Fig. 1: run 1, congestion heat map
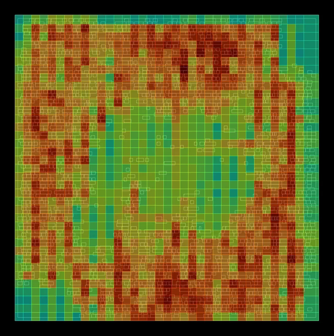
Fig. 2: run 1, metal layers overlaid
(1.5 px per µm) Only two layers are drawn.
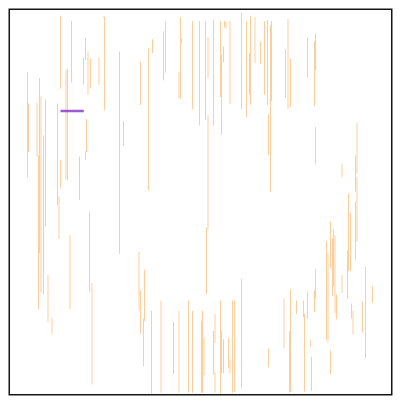
Fig. 3: run 1, logic cells by family
(2 px per µm)
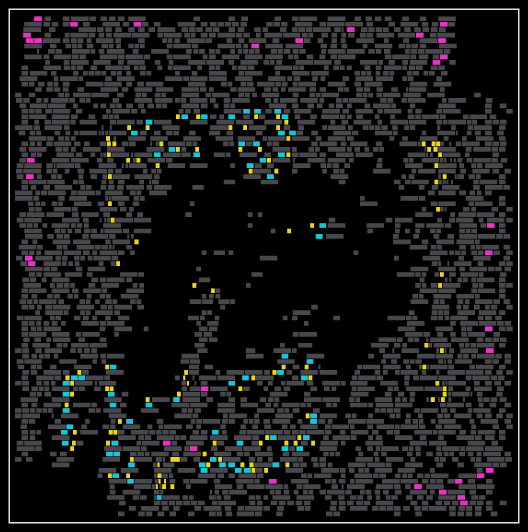
<file path="src/rtl/collector.sv">
// -----------------------------------------------------------------------------
// collector
//   Receive side of the dispatcher lane stream. Accepts four W-bit lanes per
//   beat and reassembles four beats into a 4x4 matrix, filled in row order
//   or in transposed (column) order. One full matrix is delivered per
//   start/done transaction. The consumer releases it with ack.
//
// Ports
//   clk        rising-edge clock
//   rst        asynchronous, active-high reset
//   start      begin a new collection; samples transpose
//   transpose  0: beat b fills row b+1, 1: beat b fills column b+1
//   valid      d1..d4 carry a beat this cycle
//   d1..d4     lane data; dk is element k of the current beat
//   ack        consumer has taken m; releases done
//   ready      a beat is accepted this cycle (COLLECT state)
//   done       matrix complete; held until ack
//   beat       index of the next beat to be written (0..3)
//   overrun    sticky: valid seen while ready=0
//   m          matrix; m[W*(4*i+j) +: W] = element (row i+1, col j+1)
// -----------------------------------------------------------------------------
module collector #(
  parameter int W = 32
) (
  input  logic            clk,
  input  logic            rst,
  input  logic            start,
  input  logic            transpose,
  input  logic            valid,
  input  logic [W-1:0]    d1,
  input  logic [W-1:0]    d2,
  input  logic [W-1:0]    d3,
  input  logic [W-1:0]    d4,
  input  logic            ack,
  output logic            ready,
  output logic            done,
  output logic [1:0]      beat,
  output logic            overrun,
  output logic [16*W-1:0] m
);

  typedef enum logic [1:0] {
    S_IDLE,
    S_COLLECT,
    S_DONE
  } state_t;

  state_t         state_q;
  logic           ready_q;
  logic           done_q;
  logic [1:0]     beat_q;
  logic           overrun_q;
  logic           tr_q;
  logic [W-1:0]   m_q [16];
  logic [W-1:0]   lane [4];

  // Flat element index (4*row + col) for lane k of beat b.
  function automatic logic [3:0] elem_idx(input logic tr, input logic [1:0] b,
                                          input logic [1:0] k);
    return tr ? {k, b} : {b, k};
  endfunction

  always_comb begin
    lane[0] = d1;
    lane[1] = d2;
    lane[2] = d3;
    lane[3] = d4;
  end

  // NOTE: all sequential state uses non-blocking assignments so every register
  // samples the pre-edge values, independent of statement order.
  always_ff @(posedge clk or posedge rst) begin
    if (rst) begin
      state_q   <= S_IDLE;
      ready_q   <= 1'b0;
      done_q    <= 1'b0;
      beat_q    <= 2'd0;
      overrun_q <= 1'b0;
      tr_q      <= 1'b0;
      // NOTE: the matrix store is reset on purpose: the consumer must observe
      // m=0 immediately after reset, so it cannot be a plain RAM.
      for (int i = 0; i < 16; i++) m_q[i] <= '0;
    end else begin
      // ready_q mirrors the COLLECT state, so this flags exactly IDLE/DONE.
      if (valid && !ready_q) overrun_q <= 1'b1;

      case (state_q)
        S_IDLE: begin
          if (start) begin
            state_q <= S_COLLECT;
            ready_q <= 1'b1;
            beat_q  <= 2'd0;
            tr_q    <= transpose;
          end
        end

        S_COLLECT: begin
          // start has priority: a beat presented on the same cycle is dropped.
          if (start) begin
            beat_q <= 2'd0;
            tr_q   <= transpose;
          end else if (valid) begin
            for (int k = 0; k < 4; k++)
              m_q[elem_idx(tr_q, beat_q, 2'(k))] <= lane[k];
            beat_q <= beat_q + 2'd1;
            if (beat_q == 2'd3) begin
              state_q <= S_DONE;
              ready_q <= 1'b0;
              done_q  <= 1'b1;
            end
          end
        end

        S_DONE: begin
          if (ack) begin
            done_q <= 1'b0;
            if (start) begin
              state_q <= S_COLLECT;
              ready_q <= 1'b1;
              beat_q  <= 2'd0;
              tr_q    <= transpose;
            end else begin
              state_q <= S_IDLE;
            end
          end
        end

        default: begin
          state_q <= S_IDLE;
          ready_q <= 1'b0;
          done_q  <= 1'b0;
        end
      endcase
    end
  end

  // NOTE: combinational blocks assign every output bit on every pass, so no
  // latches are inferred.
  always_comb begin
    for (int i = 0; i < 16; i++) m[W*i +: W] = m_q[i];
  end

  assign ready   = ready_q;
  assign done    = done_q;
  assign beat    = beat_q;
  assign overrun = overrun_q;

endmodule

</file>
<file path="config.mk">
export PLATFORM = sky130hd
export DESIGN_NAME = collector
export DESIGN_NICKNAME = d
export VERILOG_FILES = /design/src/rtl/collector.sv
export SDC_FILE = /design/constraint.sdc
export NUM_CORES = 1
export LEC_CHECK = 0
export ABC_CLOCK_PERIOD_IN_PS = 25100
export CORE_AREA = 2 2 252 254
export CTS_CLUSTER_SIZE = 10
export DETAILED_ROUTE_END_ITERATION = 6
export DIE_AREA = 0 0 254 256
export PLACE_DENSITY_LB_ADDON = 0.3
export SLEW_MARGIN = 10
export SYNTH_ARGS = -nofsm -noshare
export SYNTH_HDL_FRONTEND = slang
export SYNTH_SLANG_ARGS = --single-unit
</file>
<file path="constraint.sdc">
create_clock -name clk -period 25.1 [get_ports clk]
set_input_delay 2.51 -clock clk [delete_from_list [all_inputs] [get_ports clk]]
set_output_delay 2.51 -clock clk [all_outputs]
set_load 0.02 [all_outputs]
</file>
==> impl_metrics.ini, run 1 <==
; flow metrics
[global_routing]
grt_pass1_wl_um = 150000
grt_max_degree = 191
antenna_found_initial = 2
grt_overflow = 0
grt_pass1_vias = 20700

[clocking]
ctsHtreeMaxLevel = 2
clk_latency_ns = 0.62
clock_path_buffers = 3
cts_sinks = 520
postCtsSetupRepairBufs = 0
clkTransAtPathRegs_ns = 0.06
cts_resized = 0
cts_root_buffer = clkbuf_16
ctsHoldBuffers = 0
tritoncts = yes
cts_buffers = 61

[job]
max_cap_violations = 0
tool_warnings = 36

[synthesis]
synth_top_cell_by_area = dfrtp_1
synth_stat.cells = 1821
ys.flops = 520
synth_cell_types = 32
syn_inst = 1821
yosysWarnings = 0
yosys_area_um2 = 22600
synth_area_per_cell_um2 = 12.4
synthTopCellsByArea = dfrtp_1 58%, o2bb2ai_1 15%, a22oi_1 13%
fp_nets = 1962
top_area_share_pct = 57.6
yosysSeqAreaShare_pct = 57.6
netlist_area_um2 = 22600

[power]
p_leak_nw = 12.2
vdd_ir_drop_max_uv = 71.6
power_density_nw_per_um2 = 137
power_mw = 4.28

[final_layout]
fill_cells = 5534
comb_area_um2 = 8600
most-common-layout-cells = 650 x clkdlybuf4s50_1, 520 x dfrtp_1, 384 x a22oi_1, 384 x o2bb2ai_1, 96 x nand4_1
final_util_pct = 50.2
seq_area_um2 = 13000
nNetsFinal = 2493
layout-drive-gt1-share_pct = 9.68
areaGrowthSynthToFinish_pct = 38.8
final_cell_area_um2 = 31300

[die]
rows = 92
pin_count = 651
fp_util_pct = 36.2
core-area_um2 = 62400
die_h_um = 256
die_area_um2 = 65000
die_w_um = 254

[setup_path]
rrSetupSlack_ns = 21.25
critPathKind = in2async
path_cells = clkdlybuf4s50_1, inv_8, buf_4, buf_4, buf_4, buf_4
critPathLaunch = rst
critPathMaxStageDelay_ns = 0.93
crit-reg2reg-capture = m[22]
reg2reg_depth = 5
slowest_stage = buf_4
endpoint_kind = asynchronous set/reset pin
crit_top_cell = buf_4
critPathMaxFanout = 118
start_kind = primary input
rr_startpoint = state_q[1]
cp_data_required_time_ns = 25.73
cp_data_arrival_time_ns = 7.08

[sta]
slew_headroom_pct = 15.0
rsz0062_at_grt = false
setup_viol = 0
fin_crit_sh_pct = 25.7
fin_crit_ns = 6.46
maxSlewViolCount = 0
fin_tns_setup_ns = 0
skew_ns = 0.0160
fmax_ghz = 0.155
hold_violations = 0
hold_ws_ns = 0.464
worst_slew_pin_slew_ns = 1.27
fin_ws_ns = 18.64

[placed_design]
gp_congestion = 0.867
dp.cells = 3135
hpwlAfterDp_um = 67400
place_ws_ns = 17.75
placed_area_um2 = 29600
numPortBuffers = 650

[worst_hold_path]
hold_path_end = overrun
min_from = overrun
hold_class = reg2reg
hold_depth = 1

[routing]
firstDrtPassIters = 6
vias_per_cell = 6.35
drt_iter0_markers = 2172
route.detailed.drc = 0
drtAntennaViolNets = 0

[outcome]
outcome = completed
## Picture notes: Fig. 1
grt met3 use: 8.86%
met1 usage: 39.8%
M2 GR Usage: 48.6%
most used routing layer in global routing: met2
WL/cell: 32.1 µm

## Picture notes: Fig. 2
legend:
  purple:
    layer: metal 5
    wire_length: 13.8 µm
  orange:
    layer: metal 4
    wire_length: 5260 µm
WL final: 103000 µm
routed vias: 20500
gr usage total: 31.1%

## Picture notes: Fig. 3
legend:
  yellow:
    family: nand cells
    cells: 109
    where: spread over the die
  cyan:
    family: non-inverting ao/oa cells
    cells: 65
  magenta:
    family: mux cells
    cells: 33
    where: spread over the die
Final Instance Count excl. Fillers: 3222
combinational fraction of the cell area: 27.5%
Commonest Layout Cell: clkdlybuf4s50_1

-- run 1: synth_stat cells --
cell type and instances:
a21bo_1 8, a21bo_2 56, a21boi_0 1, a21o_1 1, a21oi_1 2, a22oi_1 384, and2_1 1, and3_1 1
and3b_1 5, and4bb_1 1, buf_1 17, buf_2 108, buf_4 9, clkbuf_1 82, clkbuf_2 1, dfrtp_1 520
ha_1 7, inv_1 36, mux2_2 33, nand2_1 9, nand2b_1 4, nand4_1 96, nor2_1 1, nor3_4 1
nor3b_1 3, o21ai_0 34, o21ai_1 2, o21ai_2 10, o22ai_1 1, o2bb2ai_1 384, o31ai_1 2, o32ai_1 1
-- run 1: critical path: cells and delay by family --
family | cells | cell delay [ns]
buffers and inverters | 6 | 4.34
-- run 1: flip-flops by register name, indices dropped and copies added (netlist names) --
signal   count
m          512
beat         2
state_q      2
done         1
overrun      1
ready        1
tr_q         1
-- run 1: how the worst max path moves through the flow --
stage	to	slack (ns)	depth (start not counted)
CTS	m[118]	18.44	6
floorplan	beat[0]	8.06	1
detailed placement	m[19]	17.75	6
global placement	m[118]	17.94	6
global route	m[19]	17.97	6
finish	m[375]	18.64	6
-- run 1: report_power, final --
group	leakage [nW]	switching (mW)	internal, mW
registers	6.53	0.250	1.20
logic	4.83	1.09	0.927
clock network	0.840	0.349	0.465
total	12.2	1.68	2.60
-- run 1: area by class of cell --
cell class              count  area share, %
flip-flops and latches    520           41.5
diodes                      1        0.00798
well taps                 846           3.38
clock inverters             4         0.0998
multi-input cells        1048           27.5
clock buffers              82           5.45
repair buffers            685           21.6
inverters                  36          0.455
-- run 1: cells by family (layout without fill, tap and decap cells) --
logic type	count (synthesis)	in the layout	share of synthesized area, %
AND/OR/NAND/NOR	122	122	3.41
multiplexers	33	33	1.65
buffers and inverters	253	807	4.96
AND-OR/OR-AND	886	886	31.9
flip-flops	520	520	57.6
other	0	1	0
adder cells (fa/ha/maj)	7	7	0.388
-- run 1: per-layer routing --
metal | up-vias | wire length (µm) | share of wire (%)
met5 | - | 13 | 0.013
met4 | 2 | 5260 | 5.1
met3 | 272 | 10600 | 10
met2 | 1339 | 48000 | 46
met1 | 10500 | 39600 | 38
li1 | 8335 | - | -
## Run 2: what changed since run 1
--- a/config.mk
+++ b/config.mk
@@ -5,11 +5,11 @@
 export SDC_FILE = /design/constraint.sdc
 export NUM_CORES = 1
 export LEC_CHECK = 0
-export ABC_CLOCK_PERIOD_IN_PS = 25100
-export CORE_AREA = 2 2 252 254
+export ABC_CLOCK_PERIOD_IN_PS = 6300
+export CORE_AREA = 2 2 255 257
 export CTS_CLUSTER_SIZE = 10
 export DETAILED_ROUTE_END_ITERATION = 6
-export DIE_AREA = 0 0 254 256
+export DIE_AREA = 0 0 257 259
 export PLACE_DENSITY_LB_ADDON = 0.3
 export SLEW_MARGIN = 10
 export SYNTH_ARGS = -nofsm -noshare
==> constraint.sdc (replaced) <==
create_clock -name clk -period 6.3 [get_ports clk]
set_input_delay 0.63 -clock clk [delete_from_list [all_inputs] [get_ports clk]]
set_output_delay 0.63 -clock clk [all_outputs]
set_load 0.02 [all_outputs]
==> run 2 against run 1 <==
Effect of this change: non-clock buffer count up 1; global-route usage down 0.52 points; via count down 0.47%; final cell count about the same; clock power rose to 3.9 times the previous value; setup slack worse by 16 ns; wire length up 1.4%; critical path type is now reg2reg; largest power group unchanged.
==> impl_metrics.ini, run 2 <==
; flow metrics
[outcome]
outcome = completed

[placed_design]
dp.cells = 3145
gp_congestion = 0.867
hpwlAfterDp_um = 67600
place_ws_ns = 2.58
placed_area_um2 = 29700
numPortBuffers = 650

[clocking]
cts_resized = 0
cts_buffers = 60
clock_path_buffers = 3
cts_root_buffer = clkbuf_16
postCtsSetupRepairBufs = 0
clkTransAtPathRegs_ns = 0.06
ctsHtreeMaxLevel = 2
ctsHoldBuffers = 0
clk_latency_ns = 0.63
cts_sinks = 520
tritoncts = yes

[power]
power_mw = 17.0
vdd_ir_drop_max_uv = 323
power_density_nw_per_um2 = 542
p_leak_nw = 12.2

[setup_path]
cp_data_required_time_ns = 6.77
endpoint_kind = flop
cp_data_arrival_time_ns = 3.75
critPathKind = reg2reg
critPathMaxFanout = 61
start_kind = flop

[final_layout]
nNetsFinal = 2493
areaGrowthSynthToFinish_pct = 38.8
layout_top_cell = clkdlybuf4s50_1
final_util_pct = 49.0
antennaDiodeCount = 0
most-common-layout-cells = 650 x clkdlybuf4s50_1, 520 x dfrtp_1, 384 x a22oi_1, 384 x o2bb2ai_1, 96 x nand4_1
final_cell_area_um2 = 31300
largest_reg_flops = 512
layout-drive-gt1-share_pct = 9.67
fill_cells = 5597

[routing]
vias = 20400
drtAntennaViolNets = 0
wl_per_cell_um = 32.6
drt_iter0_markers = 2399
vias_per_cell = 6.32
route.detailed.drc = 0
drt_wl_total_um = 105000
firstDrtPassIters = 6

[die]
rows = 93
die_h_um = 259
die_area_um2 = 66600
fp_util_pct = 35.3
pin_count = 651
die_w_um = 257
core-area_um2 = 63900

[synthesis]
synth_stat.cells = 1821
netlist_area_um2 = 22600
top_area_share_pct = 57.6
yosys_area_um2 = 22600
ys.flops = 520
synthArstFlopShare_pct = 100
synth_area_per_cell_um2 = 12.4
synth_cell_types = 32
synthTopCellsByArea = dfrtp_1 58%, o2bb2ai_1 15%, a22oi_1 13%
yosysSeqAreaShare_pct = 57.6
edf_count = 0
yosysWarnings = 0
flop_cell = dfrtp_1
syn_inst = 1821
fp_nets = 1962
yosys.cell_count.top_type = dfrtp_1
synth_top_cell_by_area = dfrtp_1
ys_top_cells_by_count = 520 x dfrtp_1, 384 x a22oi_1, 384 x o2bb2ai_1, 108 x buf_2, 96 x nand4_1

[global_routing]
grtUsageTotal_pct = 30.6
grt_pass1_wl_um = 151000
antenna_found_initial = 2
grt_max_degree = 164
grt_overflow = 0
grt_pass1_vias = 20600

[job]
max_cap_violations = 0
tool_warnings = 43

[sta]
fin_crit_ns = 3.29
worst_slew_pin_slew_ns = 1.24
setup_viol = 0
rsz0062_at_grt = false
fin_tns_setup_ns = 0
hold_violations = 0
slew_headroom_pct = 17.1
hold_ws_ns = 0.408
maxSlewViolCount = 0
fin_ws_ns = 3.01
fmax_ghz = 0.304
skew_ns = 0.0240
fin_crit_sh_pct = 52.1

[worst_hold_path]
hold_class = in2async
## run 2: layer usage
metal	GRT usage [%]	share of wire, %
met1	39.4	39
met2	47.7	46
met3	8.63	9.7
met4	14.7	5.4
met5	0.285	0.012
## run 2: cells by family after synthesis
kind of cell / after synthesis / synth area share (%)
adders and majority gates: 7 / 0.388
and+or+nand+nor: 122 / 3.41
muxes: 33 / 1.65
buffers and inverters: 253 / 4.96
DFF: 520 / 57.6
AOI/OAI and AO/OA: 886 / 31.9
## run 2: report_power, final
group / total, mW / internal, mW / switching (mW)
sequential: 5.78 / 4.79 / 0.988
clock: 3.16 / 1.78 / 1.39
combinational: 8.02 / 3.70 / 4.32
## run 2: critical path, cell delays in order, from the launching register on
cell	delay [ns]
dfrtp_1	0.66
and3_4	0.70
buf_4	0.76
o21ai_4	0.33
buf_4	0.38
o2bb2ai_1	0.21
## run 2: worst paths after layout
path	startpoint	end	slack [ns]	cells past startpoint
setup / recovery	beat[1]	m[100]	3.01	5
max in group asynchronous	rst	m[162]	4.33	4
setup reg to reg	beat[1]	m[100]	3.01	5
hold reg to reg	overrun	overrun	0.45	1
min in group clk	overrun	overrun	0.45	1
hold / removal	rst	m[360]	0.41	2
## run 2: cell type report
class                           instances  area, µm²  area share (%)
Clock inverter                          4       37.5           0.120
Multi-Input combinational cell       1048       8600            27.5
Sequential cell                       520      13000            41.5
Inverter                               36        139           0.443
Tap cell                              855       1070            3.41
Clock buffer                           75       1630            5.20
Timing Repair Buffer                  686       6840            21.8
Fig. 4: run 2, logic cells by family
(2 px per µm)
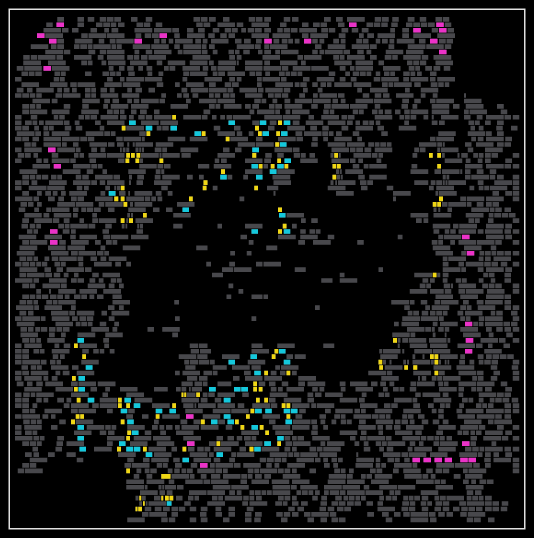
legend:
  cyan:
    family: non-inverting ao/oa cells
    cells: 65
  magenta:
    family: mux cells
    cells: 33
    where: spread over the die
  yellow:
    family: nand cells
    cells: 109
combinational fraction of the cell area: 27.5%
Final Instance Count excl. Fillers: 3224

No activity file was given, so power comes from the tool's default toggle rates.
